File: config.mk
export PLATFORM = sky130hd
export DESIGN_NAME = qbus_ram_bridge
export DESIGN_NICKNAME = d
export VERILOG_FILES = /design/src/rtl/qbus_pkg.sv /design/src/rtl/qbus_ram_bridge.sv
export SDC_FILE = /design/constraint.sdc
export NUM_CORES = 1
export LEC_CHECK = 0
export CAP_MARGIN = 20
export CORE_UTILIZATION = 44
export DETAILED_ROUTE_END_ITERATION = 10
export GPL_ROUTABILITY_DRIVEN = 0
export PLACE_DENSITY = 0.82
export SLEW_MARGIN = 20
export SYNTH_ARGS = -nofsm -noshare
export SYNTH_HDL_FRONTEND = slang
export SYNTH_SLANG_ARGS = --single-unit
export TNS_END_PERCENT = 50
File: constraint.sdc
create_clock -name clk -period 2.25 [get_ports clk]
set_clock_uncertainty 0.15 [all_clocks]
set_input_delay 0.45 -clock clk [delete_from_list [all_inputs] [get_ports clk]]
set_output_delay 0.45 -clock clk [all_outputs]
set_load 0.005 [all_outputs]
File: src/rtl/qbus_pkg.sv
// Shared definitions for the Q-bus RAM bridge: FSM states, window geometry and lane decode.
package qbus_pkg;

    localparam int unsigned WIN_BITS = 11;
    localparam int unsigned RAM_AW   = 10;

    typedef enum logic [2:0] {
        StIdle,
        StSel,
        StRd,
        StWr,
        StReply,
        StSkip
    } qbus_state_e;

    // Byte data stays on its own lane of the bus; only the lane enables change.
    function automatic logic [1:0] lane_sel(input logic wtbt, input logic a0);
        if (!wtbt) begin
            return 2'b11;
        end else if (!a0) begin
            return 2'b01;
        end else begin
            return 2'b10;
        end
    endfunction

endpackage

File: src/rtl/qbus_ram_bridge.sv
// Q-bus slave mapping a 2 KB window onto a 1K x 16 synchronous RAM; all outputs registered.
module qbus_ram_bridge
    import qbus_pkg::*;
#(
    parameter logic [15:0] BASE_ADDR = 16'h0000
) (
    input  logic              clk,
    input  logic              reset_n,
    input  logic [15:0]       ad_in,
    input  logic              sync,
    input  logic              din,
    input  logic              dout,
    input  logic              wtbt,
    output logic [15:0]       ad_out,
    output logic              ad_oe,
    output logic              rply,
    output logic [RAM_AW-1:0] ram_addr,
    output logic [1:0]        ram_sel,
    output logic [15:0]       ram_di,
    output logic              ram_wr,
    input  logic [15:0]       ram_do
);

    qbus_state_e state_q;
    logic        sync_q;
    logic        a0_q;
    logic        rd_cyc_q;
    logic        in_win;
    logic        strobe_low;

    assign in_win     = (ad_in[15:WIN_BITS] == BASE_ADDR[15:WIN_BITS]);
    assign strobe_low = rd_cyc_q ? !din : !dout;

    always_ff @(posedge clk or negedge reset_n) begin
        if (!reset_n) begin
            state_q  <= StIdle;
            // Held high so a SYNC already asserted across reset is not seen as a rise.
            sync_q   <= 1'b1;
            a0_q     <= 1'b0;
            rd_cyc_q <= 1'b0;
            ad_out   <= '0;
            ad_oe    <= 1'b0;
            rply     <= 1'b0;
            ram_addr <= '0;
            ram_sel  <= '0;
            ram_di   <= '0;
            ram_wr   <= 1'b0;
        end else begin
            sync_q <= sync;
            unique case (state_q)
                StIdle: begin
                    if (sync && !sync_q) begin
                        if (in_win) begin
                            ram_addr <= ad_in[RAM_AW:1];
                            a0_q     <= ad_in[0];
                            state_q  <= StSel;
                        end else begin
                            state_q <= StSkip;
                        end
                    end
                end
                StSkip: begin
                    if (!sync) begin
                        state_q <= StIdle;
                    end
                end
                StSel: begin
                    if (!sync) begin
                        state_q <= StIdle;
                    end else if (din) begin
                        rd_cyc_q <= 1'b1;
                        state_q  <= StRd;
                    end else if (dout) begin
                        rd_cyc_q <= 1'b0;
                        ram_di   <= ad_in;
                        ram_sel  <= lane_sel(wtbt, a0_q);
                        ram_wr   <= 1'b1;
                        state_q  <= StWr;
                    end
                end
                StRd: begin
                    if (!sync) begin
                        state_q <= StIdle;
                    end else begin
                        ad_out  <= ram_do;
                        ad_oe   <= 1'b1;
                        rply    <= 1'b1;
                        state_q <= StReply;
                    end
                end
                StWr: begin
                    // The write strobe always drops here, even when the cycle is aborted.
                    ram_wr <= 1'b0;
                    if (!sync) begin
                        state_q <= StIdle;
                    end else begin
                        rply    <= 1'b1;
                        state_q <= StReply;
                    end
                end
                StReply: begin
                    if (!sync) begin
                        rply    <= 1'b0;
                        ad_oe   <= 1'b0;
                        state_q <= StIdle;
                    end else if (strobe_low) begin
                        rply    <= 1'b0;
                        ad_oe   <= 1'b0;
                        state_q <= StSel;
                    end
                end
                default: begin
                    state_q <= StIdle;
                end
            endcase
        end
    end

endmodule

Fig. 1: signal wires by layer
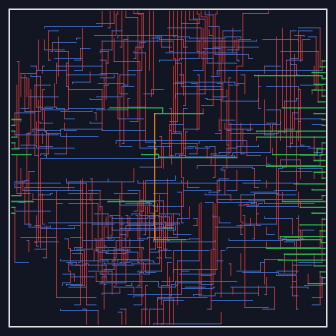
- green: M3 (wire length 298 um)
- orange: M4 (wire length 29.2 um)
- blue: M1 (wire length 2,120 um)
- red: M2 (wire length 2,380 um)
GRT Util Overall: 19.0%
Wirelength per Cell: 15.7 um
DRT Wirelength: 4.82 mm
via count: 1,517

Fig. 2: logic cells by family
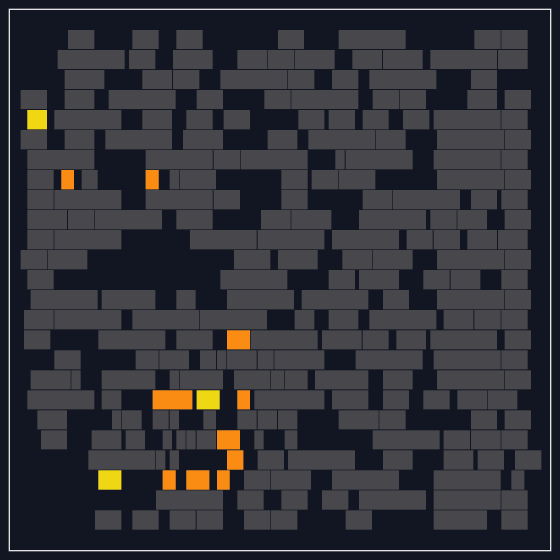
- orange: aoi and oai cells (cells 10; most used a21oi_1)
- yellow: non-inverting ao/oa cells (cells 3)
most used logic cell in the final layout: clkdlybuf4s50_1
Comb area share: 25.3%
Final Non-Filler Cells: 308

==> impl_metrics.yaml <==
# flow metrics
final_layout:
  drive_above_1_share_pct: 29.9
  finish.utilization_pct: 68.8
  antenna_cells: 0
  num-nonclk-inverters: 1
  seq_cells: 53
  comb_cells: 83
  top_regs: "ad_out: 16 flops, ram_di: 16 flops, ram_addr: 10 flops"
  fill_cells: 385
  logic_area_um2: 840
  regArea_um2: 1330
  nets: 278
  nClkBuffers: 7
  final-clk-cell-share_pct: 2.83
  seq_share_pct: 40.1
  signal_buffers: 96
  area_growth_pct: 47.9
  layout_top_cells: "clkdlybuf4s50_1 (83), dfrtp_1 (52), mux2_2 (31)"
routing:
  dr_wl_met2_mm: 2.38
  wl_met3_um: 297
  via_per_inst: 4.93
  drc_errors: 0
  wl_met1_mm: 2.12
  drt-initial-drc-count: 95
  top_layer_used: "met4"
  firstDrtPassIters: 4
min_path:
  hp-class: "flip-flop to flip-flop"
  min_to: "ram_sel[1]"
  whs_path_depth: 2
  holdCritStartpoint: "ram_sel[1]"
logic_synthesis:
  adder_share_pct: 0
  synth_area_um2: 2240
  edf_count: 0
  yosysWarningCount: 0
  ys_seq_share_pct: 59.2
  top_cells_by_area: "dfrtp_1 (58%), mux2_2 (16%), mux2_4 (10%), buf_6 (2.0%), nand2_1 (1.5%)"
  synthDistinctLibCells: 30
  ys.flops: 53
  yosysMostFrequentCell: "dfrtp_1"
  synth-main-ff-cell: "dfrtp_1"
  ys_chip_area_um2: 2240
  synthTopCellsByCount: "dfrtp_1 (52), mux2_2 (31), mux2_4 (15), nand2_1 (9), buf_6 (4)"
  yosys_cells: 145
  async_flop_share_pct: 100
  postSynthCellCount: 145
  syn_nets: 183
  aoi_share_pct: 4.36
  topCombFamilyByArea: "multiplexers"
run:
  max_cap_viol_count: 0
worst_setup_path:
  cpPeakStageDelay_ns: 0.56
  rr_worst_depth: 4
  critPathMaxFanout: 6
  cp.arrival_ns: 1.98
  critPathBufInv: 1
  critPathCaptureType: "flip-flop"
  cp-startpoint: "sync"
  critPathSlowestCell: "clkdlybuf4s50_1"
  crit_required_ns: 2.29
  crit_end: "state_q[0]"
  cp_num_cells: 5
  r2r_setup_slack_ns: 0.44
  cp_top_family: "buffers and inverters"
  r2r-end: "state_q[0]"
final_timing:
  relSlewSlack_pct: 66.9
  setup_ws_ns: 0.301
  finalCritPeriodShare_pct: 86.6
  setup_tns_ns: 0
  worst_pin_slew_ns: 0.497
  hold_viol_final: 0
  rsz0062_at_grt: "false"
  fmax_ghz: 0.513
  period_minus_slack_ns: 1.95
  holdWs_ns: 0.337
  setup_viol: 0
  slew_violations: 0
floorplan:
  dieWidth_um: 73.4
  die_height_um: 73.4
  taps: 67
  fp.coreArea_um2: 4820
  die-area_um2: 5380
  rows: 25
  fp_util_pct: 46.5
placed_design:
  dpl.hpwl_mm: 3.68
  postPlaceCellArea_um2: 3210
  placed_cells: 299
  pre_cts_ws_ns: -0.0245
global_routing:
  grt.met1_usage_pct: 24.4
  grt_first_pass_wirelength_mm: 7.53
  grt_max_degree: 34
  first_global_vias: 1575
  grtUsageMet2_pct: 31.8
  overflow: 0
  antenna_found_initial: 0
clock_network:
  hold_buffers: 1
  cts_sinks: 53
  cts_buffers: 5
  h-tree-depth: 2
  cts_resized: 0
  clock_path_buffers: 2
  worstSkewPairLatency_ns: 0.30
  clk_pin_slew_ns: 0.09
power:
  p_sw_uw: 1010
  powerComb_uw: 1600
  power_uw: 3770
  peakVddDrop_mv: 0.614
  power_frac_clock_pct: 14.7
  p_clk_uw: 553
  p_seq_share_pct: 42.7
  sw_frac_of_total_pct: 26.8
  p_int_uw: 2760
  power_frac_comb_pct: 42.6
  top_power_group: "registers"
status:
  outcome: "finished clean"
Fig. 3: wires at chosen ports, followed through buffers
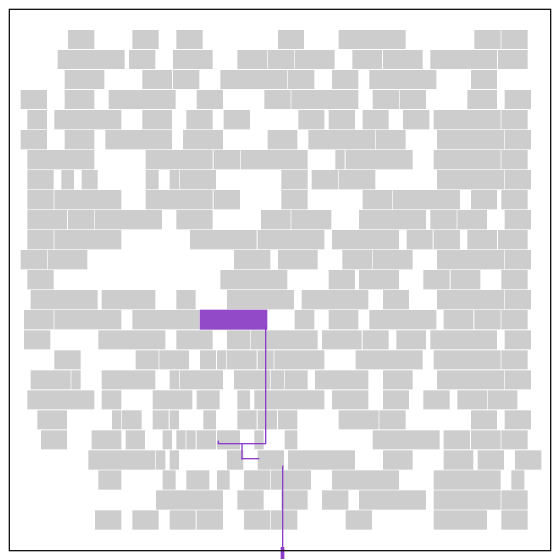
- purple: ad_oe (bits 1; direction output; edge bottom; end cells 1; buffers 1; wire 38.2 um)
number of top-level pins: 85
Port Buffers: 84

Power and IR drop assume default switching activity.
